`config.mk`:
```
export PLATFORM = sky130hd
export DESIGN_NAME = button_event
export DESIGN_NICKNAME = d
export VERILOG_FILES = /design/src/rtl/button_event.sv
export SDC_FILE = /design/constraint.sdc
export NUM_CORES = 1
export LEC_CHECK = 0
export ABC_AREA = 1
export CAP_MARGIN = 10
export CORE_MARGIN = 3
export CORE_UTILIZATION = 31
export CTS_BUF_LIST = sky130_fd_sc_hd__clkbuf_16
export DETAILED_ROUTE_END_ITERATION = 6
export SLEW_MARGIN = 5
export SYNTH_ARGS = -nofsm -noshare
export SYNTH_HDL_FRONTEND = slang
export SYNTH_SLANG_ARGS = --single-unit
export TNS_END_PERCENT = 20
```
`constraint.sdc`:
```
create_clock -name clk -period 2.13 [get_ports clk]
set_input_delay 0.213 -clock clk [delete_from_list [all_inputs] [get_ports clk]]
set_output_delay 0.213 -clock clk [all_outputs]
set_load 0.005 [all_outputs]
```
`src/rtl/button_event.sv`:
```
// button_event: turns a clean button level into press/release/long/repeat
// strobes, plus a held level and a wrapping press counter.
module button_event #(
    parameter int LONG_CYCLES   = 25000000,
    parameter int REPEAT_CYCLES = 5000000,
    parameter int CNT_W         = 8
) (
    input  logic             clk,
    input  logic             rst_n,
    input  logic             btn_in,
    input  logic             clr_count,
    output logic             press_pulse,
    output logic             release_pulse,
    output logic             long_pulse,
    output logic             repeat_pulse,
    output logic             held,
    output logic [CNT_W-1:0] press_count
);

    localparam int MAX_C =
        (LONG_CYCLES > REPEAT_CYCLES) ? LONG_CYCLES : REPEAT_CYCLES;
    localparam int TW = $clog2(MAX_C);

    localparam logic [TW-1:0] LONG_END = TW'(LONG_CYCLES - 1);
    localparam logic [TW-1:0] REP_END  = TW'(REPEAT_CYCLES - 1);

    typedef enum logic [1:0] {
        IDLE   = 2'd0,
        HELD   = 2'd1,
        REPEAT = 2'd2
    } state_t;

    state_t        state;
    logic [TW-1:0] timer;
    logic          btn_prev;

    always_ff @(posedge clk) begin
        if (!rst_n) begin
            state         <= IDLE;
            timer         <= '0;
            btn_prev      <= 1'b0;
            press_pulse   <= 1'b0;
            release_pulse <= 1'b0;
            long_pulse    <= 1'b0;
            repeat_pulse  <= 1'b0;
            held          <= 1'b0;
            press_count   <= '0;
        end else begin
            btn_prev      <= btn_in;
            press_pulse   <= 1'b0;
            release_pulse <= 1'b0;
            long_pulse    <= 1'b0;
            repeat_pulse  <= 1'b0;
            if (clr_count)
                press_count <= '0;

            unique case (state)
                IDLE: begin
                    if (btn_in && !btn_prev) begin
                        state       <= HELD;
                        held        <= 1'b1;
                        timer       <= '0;
                        press_pulse <= 1'b1;
                        // a coincident clear lands first, so the count reads 1
                        press_count <= (clr_count ? '0 : press_count)
                                       + CNT_W'(1);
                    end
                end
                HELD: begin
                    if (!btn_in) begin
                        state         <= IDLE;
                        held          <= 1'b0;
                        release_pulse <= 1'b1;
                        timer         <= '0;
                    end else if (timer == LONG_END) begin
                        state      <= REPEAT;
                        long_pulse <= 1'b1;
                        timer      <= '0;
                    end else begin
                        timer <= timer + TW'(1);
                    end
                end
                REPEAT: begin
                    if (!btn_in) begin
                        state         <= IDLE;
                        held          <= 1'b0;
                        release_pulse <= 1'b1;
                        timer         <= '0;
                    end else if (timer == REP_END) begin
                        repeat_pulse <= 1'b1;
                        timer        <= '0;
                    end else begin
                        timer <= timer + TW'(1);
                    end
                end
                default: begin
                    state <= IDLE;
                    held  <= 1'b0;
                    timer <= '0;
                end
            endcase
        end
    end

endmodule

```
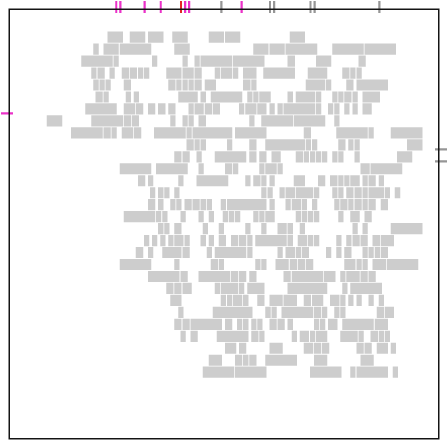
run_1/io_placement.png
Pins as bars across the die edge, other pins in grey.
press_count: drawn in magenta, pins 8, direction output, edge 7 top, 1 left. clr_count: drawn in red, pins 1, direction input, edge top.
All pins by edge: 14 top, 2 right, 1 left.
die height: 97.3 um
number of I/O port buffers: 16
Die X: 97.3 um

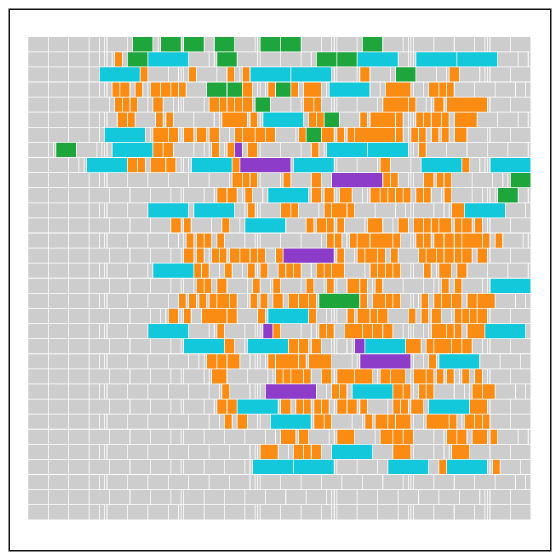
run_1/placement_by_type.png
Fill, decap, tap and diode cells in grey.
clock drivers and dummy loads: drawn in purple, cells 8, share of their area 4.9%. sequential cells: drawn in cyan, cells 41, share of their area 29%. combinational and other logic: drawn in orange, cells 341, share of their area 59%. remaining buffers and delay cells: drawn in green, cells 22, share of their area 7.6%.
post-route cell area: 2970 sq um
core area: 7890 sq um

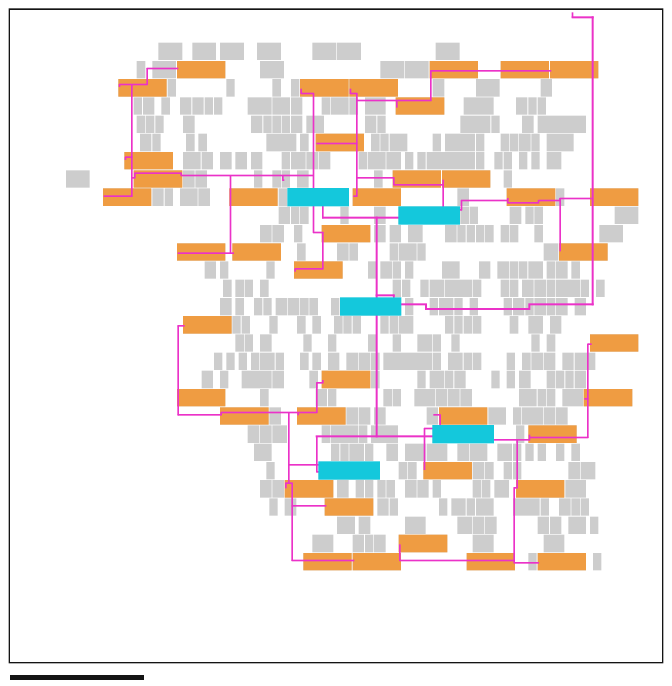
run_1/clk_routes.png
The bar under the picture is 20 um long.
clock drivers: drawn in cyan, count 5. flip-flops: drawn in orange, count 41. clock wires: drawn in magenta, length 576 um.
There are 6 routed clock nets.

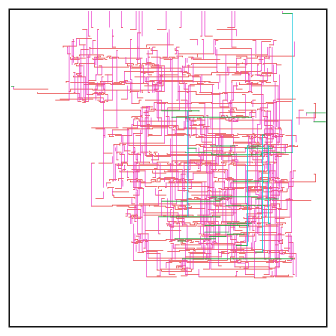
run_1/wires.png
metal 2: drawn in magenta, wire length 2810 um. metal 4: drawn in cyan, wire length 166 um. metal 1: drawn in red, wire length 3100 um. metal 3: drawn in green, wire length 282 um.
total wire length: 6350 um
total vias in the final route: 2474
GR Util All Layers: 0.136

==> results.ini, run 1 <==
[run_status]
status = completed

[synthesis]
largest_area_cell = dfxtp_1
simple_gate_share = 0.395
xor_area_frac = 0
topCellsByArea = dfxtp_1 32%, nand2_1 14%, nor2_1 7.0%, inv_1 6.7%, a21oi_1 6.2%
ys_cells = 393
ys_sh_aoi = 0.157
ys_sh_adder = 0.0242
netlist_top_cells_count = 96 x nand2_1, 48 x nor2_1, 46 x inv_1
syn_nets = 402
netlist_instances = 393
avgSynthCellArea_sq_um = 6.57
ys_area_sq_um = 2580

[global_route]
grt_pass1_wl_um = 10700
grt_pass1_vias = 2302
grt_max_degree = 32

[hold_path]
min-delay-start = timer[1]
hp-class = reg -> reg

[final_layout]
syn_to_final_growth_pct = 15.1
diodes = 0
nets = 420
utilization = 0.377

[setup_path]
path_common_cell = nand2_2
critPathLaunchType = register
cp_num_buf_inv = 0
path_cells = ha_1 -> nand2_2 -> nor2_4 -> nand2_2 -> nor2_4 -> nand3_1 -> nand2_2 -> nand2_8 -> nand2_8 -> a21oi_1
crit_cells = 10
rr_worst_depth = 10
slowest_stage = dfxtp_1

[sta]
setup_ws_ns = 0.299
fmax_mhz = 546
clock_skew_ns = 0.00424
maxSlewViolCount = 0
worstMarginPinSlew_ns = 0.755
setup_tns_ns = 0
fin_crit_sh = 0.860

[power_and_ir_drop]
comb_power_share = 0.165
power_leader = registers
p_comb_uw = 300
seq_power_share = 0.440

[clock_network]
cts-buffers-inserted = 5
insertion_delay_ns = 0.28
cts_tree = yes
cts_num_sinks = 41

[routing]
via_per_inst = 4.81
ant_nets = 0

[floorplanning]
ioPinCount = 17

[placed_design]
placed_area_sq_um = 2840
dp_hpwl_um = 4800

## run 1: final cells by class
type / count / area, sq um
timing repair buffer: 22 / 218
clock buffer: 5 / 125
inverter: 48 / 180
clock inverter: 3 / 13.8
sequential: 41 / 821
fill: 819 / 4910
multi-input combinational: 293 / 1490
tap: 102 / 128
## run 1: flip-flops by register name (all words and copies together), names as in the netlist
signal         cells
state              2
press_pulse        1
release_pulse      1
press_count        8
repeat_pulse       1
long_pulse         1
timer             25
btn_prev           1
held               1
## run 1: metal layers
layer | vias up | GRT usage | part of all wire
li1 | 1305 | - | -
met1 | 1103 | 0.181 | 0.49
met2 | 55 | 0.218 | 0.44
met3 | 11 | 0.0223 | 0.044
met4 | 0 | 0.0596 | 0.026
met5 | - | 0 | 0
## Run 2: what changed since run 1
- CORE_ASPECT_RATIO: not set -> 0.75
- PLACE_DENSITY: not set -> 0.54
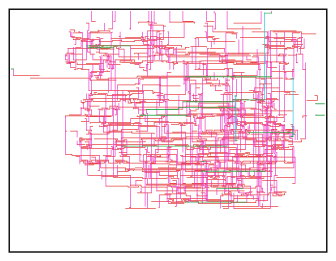
run_2/wires.png
metal 3: drawn in green, wire length 254 um. metal 4: drawn in cyan, wire length 66.6 um. metal 2: drawn in magenta, wire length 2570 um. metal 1: drawn in red, wire length 3620 um.

==> run 2 against run 1 <==
Effect of this change: flip-flop count unchanged; hold slack improved by 0.0056 ns; sequential share of layout area decreased by 0.34 points; clock skew decreased by 0.0012 ns; critical path depth unchanged; final area increased by 1.3%; power increased by 7.2%; register-to-register slack about the same; critical path type unchanged; critical endpoint is now timer[3].
==> results.ini, run 2 <==
[run_status]
status = completed

[synthesis]
ys_cells = 393
ys_sh_aoi = 0.157
netlist_instances = 393
ys_sh_adder = 0.0242
xor_area_frac = 0

[global_route]
grt_pass1_vias = 2344
grt_max_degree = 21
top_usage_layer = met1
grt.met1_usage = 0.221
grt_pass1_wl_um = 11400

[routing]
via_per_inst = 4.71
met1_length_um = 3620
wl_um = 6520
top_layer = met4

[final_layout]
nClkBuffers = 5
seqCellArea_sq_um = 821
largestClassByArea = logic gates
inverters = 48
utilization = 0.377

[power_and_ir_drop]
comb_power_share = 0.156
power_leader = clock

[clock_network]
cts-buffers-inserted = 5
cts_tree = yes

[hold_path]
hp-class = reg -> reg

[placed_design]
dp_hpwl_um = 4980

[floorplanning]
die.size.y_um = 85.1

[setup_path]
slowest_stage = dfxtp_1

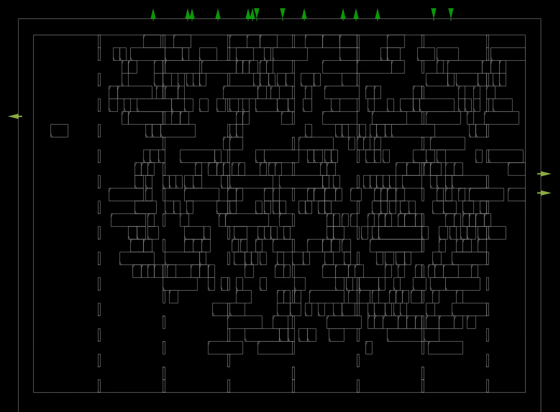
run_2/placement.png
core area: 7990 sq um
# rows: 28
Seq/total area: 0.273
flip-flops: 41
tap cell count: 105

run 2: netlist changes by cell type in the layout (fill, tap and decap cells not counted), sizes merged:
| cell | delta |
|---|---|
| buf | +3 |
| bufinv | +1 |
| clkinv | -1 |
run 2: metrics by stage:
step	setup WS, ns	cell area [sq um]
after CTS	0.289	3010
after detailed placement	0.0884	2850
final	0.299	3010
after global placement	0.214	2850
after global routing	0.138	3010
after floorplan	0.539	2580
run 2: worst min-delay path by stage:
stage / to / slack [ns] / cells past startpoint / start
after floorplan: release_pulse / 0.29 / 1 / btn_in
after global placement: held / 0.47 / 1 / held
after detailed placement: state[1] / 0.48 / 2 / state[1]
after CTS: state[1] / 0.49 / 2 / state[1]
after global routing: state[1] / 0.52 / 2 / state[1]
final: state[1] / 0.49 / 2 / state[1]
Power figures rest on the tool's default switching activity, not on a simulated workload.
